`config.mk`:
```
export PLATFORM = sky130hd
export DESIGN_NAME = sal_dfi_cmd_decoder
export DESIGN_NICKNAME = d
export VERILOG_FILES = /design/src/rtl/sal_dfi_cmd_decoder.sv
export SDC_FILE = /design/constraint.sdc
export NUM_CORES = 1
export LEC_CHECK = 0
export CAP_MARGIN = 20
export CORE_AREA = 2 2 81 83
export DETAILED_ROUTE_END_ITERATION = 16
export DIE_AREA = 0 0 83 85
export HOLD_SLACK_MARGIN = 0.06
export PLACE_DENSITY = 0.73
export SLEW_MARGIN = 5
export SYNTH_ARGS = -nofsm -noshare
export SYNTH_HDL_FRONTEND = slang
export SYNTH_SLANG_ARGS = --single-unit
```
`constraint.sdc`:
```
create_clock -name clk -period 1.52 [get_ports clk]
set_input_delay 0.456 -clock clk [delete_from_list [all_inputs] [get_ports clk]]
set_output_delay 0.456 -clock clk [all_outputs]
set_load 0.01 [all_outputs]
```
`src/rtl/sal_dfi_cmd_decoder.sv`:
```
// DFI command decoder: JEDEC DDR2 decode, per-bank open tracking, rd_en window, violation flags.
// Optional timing checks (codes 5-9) are built only when SAL_DEC_TIMING_CHK_EN is defined.
module sal_dfi_cmd_decoder #(
  parameter int NUM_BANKS  = 4,
  parameter int BA_WIDTH   = $clog2(NUM_BANKS),
  parameter int ADDR_WIDTH = 16,
  parameter int TW         = 5
) (
  input  logic                  clk,
  input  logic                  rst_n,
  input  logic                  dfi_cke,
  input  logic                  dfi_cs_n,
  input  logic                  dfi_ras_n,
  input  logic                  dfi_cas_n,
  input  logic                  dfi_we_n,
  input  logic [BA_WIDTH-1:0]   dfi_ba,
  input  logic [ADDR_WIDTH-1:0] dfi_addr,
  input  logic [TW-1:0]         t_rcd,
  input  logic [TW-1:0]         t_rp,
  input  logic [TW-1:0]         t_ras,
  input  logic [TW-1:0]         t_rfc,
  input  logic [TW-1:0]         t_ccd,
  input  logic [TW-1:0]         rd_lat,
  output logic                  cmd_valid_o,
  output logic [2:0]            cmd_o,
  output logic [BA_WIDTH-1:0]   cmd_ba_o,
  output logic [ADDR_WIDTH-1:0] cmd_addr_o,
  output logic [NUM_BANKS-1:0]  bank_open_o,
  output logic                  rd_en_o,
  output logic                  err_o,
  output logic [3:0]            err_code_o
);

  typedef enum logic [2:0] {
    CMD_NOP  = 3'd0,
    CMD_ACT  = 3'd1,
    CMD_RD   = 3'd2,
    CMD_WR   = 3'd3,
    CMD_PRE  = 3'd4,
    CMD_PREA = 3'd5,
    CMD_REF  = 3'd6,
    CMD_MRS  = 3'd7
  } cmd_e;

  typedef enum logic {BANK_CLOSED = 1'b0, BANK_OPEN = 1'b1} bank_st_e;

  cmd_e        w_cmd;
  logic        w_illegal;
  logic        w_valid;
  logic        w_rdwr;
  logic        w_tgt_open;
  logic        w_any_open;
  logic [3:0]  w_err_code;
  bank_st_e    r_bank_st  [NUM_BANKS];
  bank_st_e    w_bank_nxt [NUM_BANKS];
  logic [31:0] r_rd_sr;

  // ras/cas/we are only looked at when the chip is selected, so X there never leaks out
  always_comb begin
    w_cmd     = CMD_NOP;
    w_illegal = 1'b0;
    if (dfi_cke && !dfi_cs_n) begin
      case ({dfi_ras_n, dfi_cas_n, dfi_we_n})
        3'b011:  w_cmd = CMD_ACT;
        3'b101:  w_cmd = CMD_RD;
        3'b100:  w_cmd = CMD_WR;
        3'b010:  w_cmd = dfi_addr[10] ? CMD_PREA : CMD_PRE;
        3'b001:  w_cmd = CMD_REF;
        3'b000:  w_cmd = CMD_MRS;
        3'b110:  w_illegal = 1'b1;
        default: w_cmd = CMD_NOP;
      endcase
    end
  end

  assign w_valid    = (w_cmd != CMD_NOP);
  assign w_rdwr     = (w_cmd == CMD_RD) || (w_cmd == CMD_WR);
  assign w_tgt_open = (r_bank_st[dfi_ba] == BANK_OPEN);
  assign w_any_open = |bank_open_o;
  assign rd_en_o    = r_rd_sr[0];

  always_comb begin
    for (int unsigned i = 0; i < NUM_BANKS; i++) begin
      bank_open_o[i] = (r_bank_st[i] == BANK_OPEN);
      w_bank_nxt[i]  = r_bank_st[i];
      if (w_cmd == CMD_PREA) begin
        w_bank_nxt[i] = BANK_CLOSED;
      end else if (dfi_ba == BA_WIDTH'(i)) begin
        if (w_cmd == CMD_ACT)      w_bank_nxt[i] = BANK_OPEN;
        else if (w_cmd == CMD_PRE) w_bank_nxt[i] = BANK_CLOSED;
      end
    end
  end

`ifdef SAL_DEC_TIMING_CHK_EN
  logic [TW-1:0] r_rcd [NUM_BANKS];
  logic [TW-1:0] r_ras [NUM_BANKS];
  logic [TW-1:0] r_rp  [NUM_BANKS];
  logic [TW-1:0] r_rfc;
  logic [TW-1:0] r_ccd;

  function automatic logic [TW-1:0] dec_sat(input logic [TW-1:0] v);
    return (v == '0) ? '0 : v - 1'b1;
  endfunction

  // A counter loaded with t at the command edge reads t-(d-1) d cycles later, so d < t <=> count > 1
  always_ff @(posedge clk) begin
    if (!rst_n) begin
      for (int unsigned i = 0; i < NUM_BANKS; i++) begin
        r_rcd[i] <= '0;
        r_ras[i] <= '0;
        r_rp[i]  <= '0;
      end
      r_rfc <= '0;
      r_ccd <= '0;
    end else begin
      for (int unsigned i = 0; i < NUM_BANKS; i++) begin
        r_rcd[i] <= dec_sat(r_rcd[i]);
        r_ras[i] <= dec_sat(r_ras[i]);
        r_rp[i]  <= dec_sat(r_rp[i]);
        if (w_cmd == CMD_ACT && dfi_ba == BA_WIDTH'(i)) begin
          r_rcd[i] <= t_rcd;
          r_ras[i] <= t_ras;
        end
        if ((w_cmd == CMD_PRE && dfi_ba == BA_WIDTH'(i)) || w_cmd == CMD_PREA)
          r_rp[i] <= t_rp;
      end
      r_rfc <= (w_cmd == CMD_REF) ? t_rfc : dec_sat(r_rfc);
      r_ccd <= w_rdwr ? t_ccd : dec_sat(r_ccd);
    end
  end
`else
  logic w_unused_timing;
  assign w_unused_timing = ^{t_rcd, t_rp, t_ras, t_rfc, t_ccd};
`endif

  always_comb begin
    w_err_code = '0;
    if (w_illegal)                                   w_err_code = 4'd1;
    else if (w_cmd == CMD_ACT && w_tgt_open)         w_err_code = 4'd2;
    else if (w_rdwr && !w_tgt_open)                  w_err_code = 4'd3;
    else if (w_cmd == CMD_REF && w_any_open)         w_err_code = 4'd4;
`ifdef SAL_DEC_TIMING_CHK_EN
    else if (w_rdwr && r_rcd[dfi_ba] > TW'(1))               w_err_code = 4'd5;
    else if (w_cmd == CMD_PRE && r_ras[dfi_ba] > TW'(1))     w_err_code = 4'd6;
    else if (w_cmd == CMD_ACT && r_rp[dfi_ba] > TW'(1))      w_err_code = 4'd7;
    else if (w_valid && r_rfc > TW'(1))                      w_err_code = 4'd8;
    else if (w_rdwr && r_ccd > TW'(1))                       w_err_code = 4'd9;
`endif
  end

  always_ff @(posedge clk) begin
    if (!rst_n) begin
      cmd_valid_o <= 1'b0;
      cmd_o       <= '0;
      cmd_ba_o    <= '0;
      cmd_addr_o  <= '0;
      err_o       <= 1'b0;
      err_code_o  <= '0;
      r_rd_sr     <= '0;
      for (int unsigned i = 0; i < NUM_BANKS; i++) r_bank_st[i] <= BANK_CLOSED;
    end else begin
      cmd_valid_o <= w_valid;
      cmd_o       <= w_cmd;
      cmd_ba_o    <= w_valid ? dfi_ba : '0;
      cmd_addr_o  <= w_valid ? dfi_addr : '0;
      err_o       <= (w_err_code != '0);
      err_code_o  <= w_err_code;
      // taps rd_lat and rd_lat+1 reach bit 0 after edges N+rd_lat and N+rd_lat+1
      r_rd_sr     <= (r_rd_sr >> 1) | ((w_cmd == CMD_RD) ? (32'd3 << rd_lat) : '0);
      for (int unsigned i = 0; i < NUM_BANKS; i++) r_bank_st[i] <= w_bank_nxt[i];
    end
  end

endmodule

```
### Met2 routing

The bar under the picture is 20 um long.
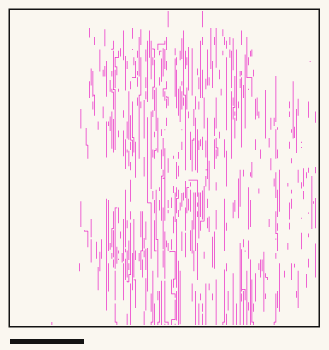
The wires run mostly vertical. The longest straight run is 29.9 um. The layer carries 2520 um of wire. 304 nets have wire on it. The layer holds 48% of the routed length.
met2 global-route usage: 24.9%
Via Count: 1913
Post-Route WL: 5.27 mm

### Routed metal, one colour a layer

The bar under the picture is 20 um long. Two of the layers only.
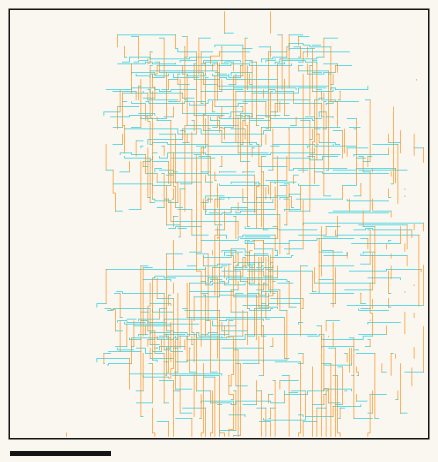
Key: met1 = cyan [wire length 2420 um]; met2 = orange [wire length 2520 um]
total track usage: 15.8%
Routed WL per cell: 13.1 um

### Met3 routing

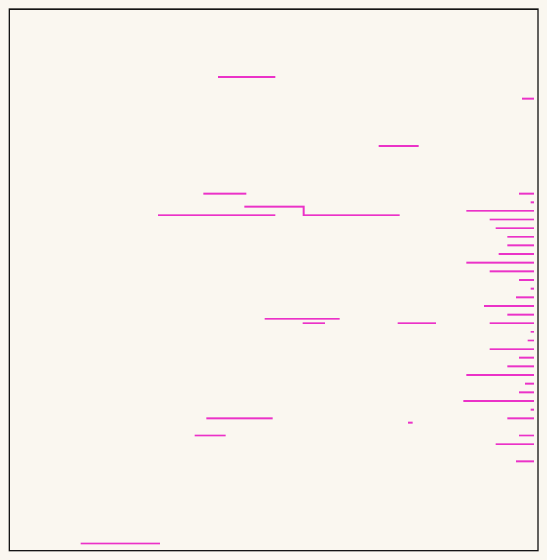
38 nets have wire on it. The longest straight run is 18.2 um. The layer carries 245 um of wire.
met3 Usage GRT: 5.25%

### Power grid

The bar under the picture is 20 um long. Pins as bars on the die edge.
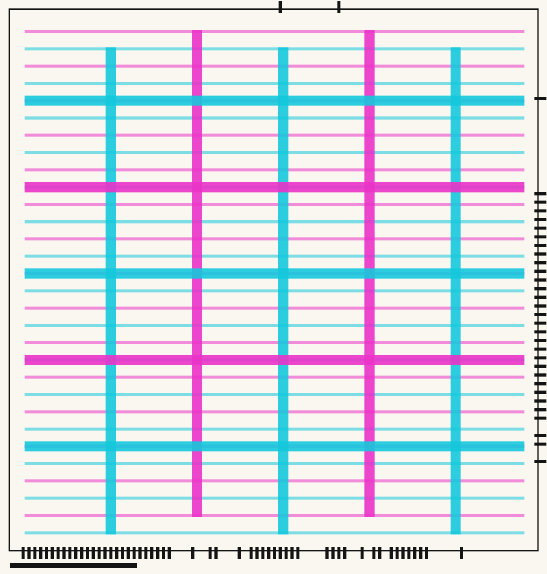
Key: VSS = cyan; VDD = magenta
87 signal pins sit on the boundary. 30 met1 rails follow the rows. The core has 29 rows. 5 straps on met4.
CORE AREA: 0.00620 sq mm
Die Ht: 85 um
Die W: 83 um
VDD IR max: 0.490 mV

## worst min-delay path, delay by kind of cell, from the launching register on
kind             cells  cell delay [ns]
AND-OR/OR-AND        1             0.03
flip-flops           1             0.31
AND/OR/NAND/NOR      1             0.09
## state kept, by name, indices dropped and copies added (netlist names)
| name | flops |
|---|---|
| err_code_o | 3 |
| cmd_addr_o | 16 |
| r_bank_st | 4 |
| cmd_ba_o | 2 |
| r_rd_sr | 32 |
| cmd_o | 3 |
| err_o | 1 |
| cmd_valid_o | 1 |
## power by group
group | total, mW | switching [mW] | leakage, nW | internal (mW)
Clock | 1.36 | 0.632 | 0.100 | 0.729
Sequential | 1.67 | 0.00947 | 0.509 | 1.66
Combinational | 0.370 | 0.167 | 0.894 | 0.204
Total | 3.41 | 0.808 | 1.50 | 2.60
==> summary.txt <==
Max incr delay on CP: 0.55 ns
Layout cells sized above 1: 21.6%
Mapped Cells: 229
WP data required: 1.74 ns
Worst Hold Class: reg2reg
Post-synth EDFFs: 3
Top cells, area: dfxtp_1 (51%), nor2b_1 (8.6%), a21oi_1 (4.9%)
Post-Syn Nets: 286
Combinational share of cell area: 29.1%
Worst path cell trace: buf_4, or4_4, o21ai_2, a21o_1, a211oi_1
Count leader, synth: dfxtp_1
Status: completed
RR Endpoint: err_o
Netlist Area Pre-Place: 0.00233 sq mm
Placed cell areas: 0.00315 sq mm
Crit path depth: 5
Synth mux share: 2.31%
Pin count of the biggest net entering global routing: 33
Hold-fix buffers, CTS: 0
Ys async rst share: 0%
Top_reg_cell synth: dfxtp_1
P_leak: 1.50 nW
WL met1: 2.42 mm
Top cell area share: 50.6%
Number of global-route vias before repair: 1843
Final Power: 3.41 mW
XOR-XNOR Cells, Area Fraction: 0%
R2R depth: 5
Setup crit end: err_o
Worst Path Arrival: 1.72 ns
Power figures rest on the tool's default switching activity, not on a simulated workload.
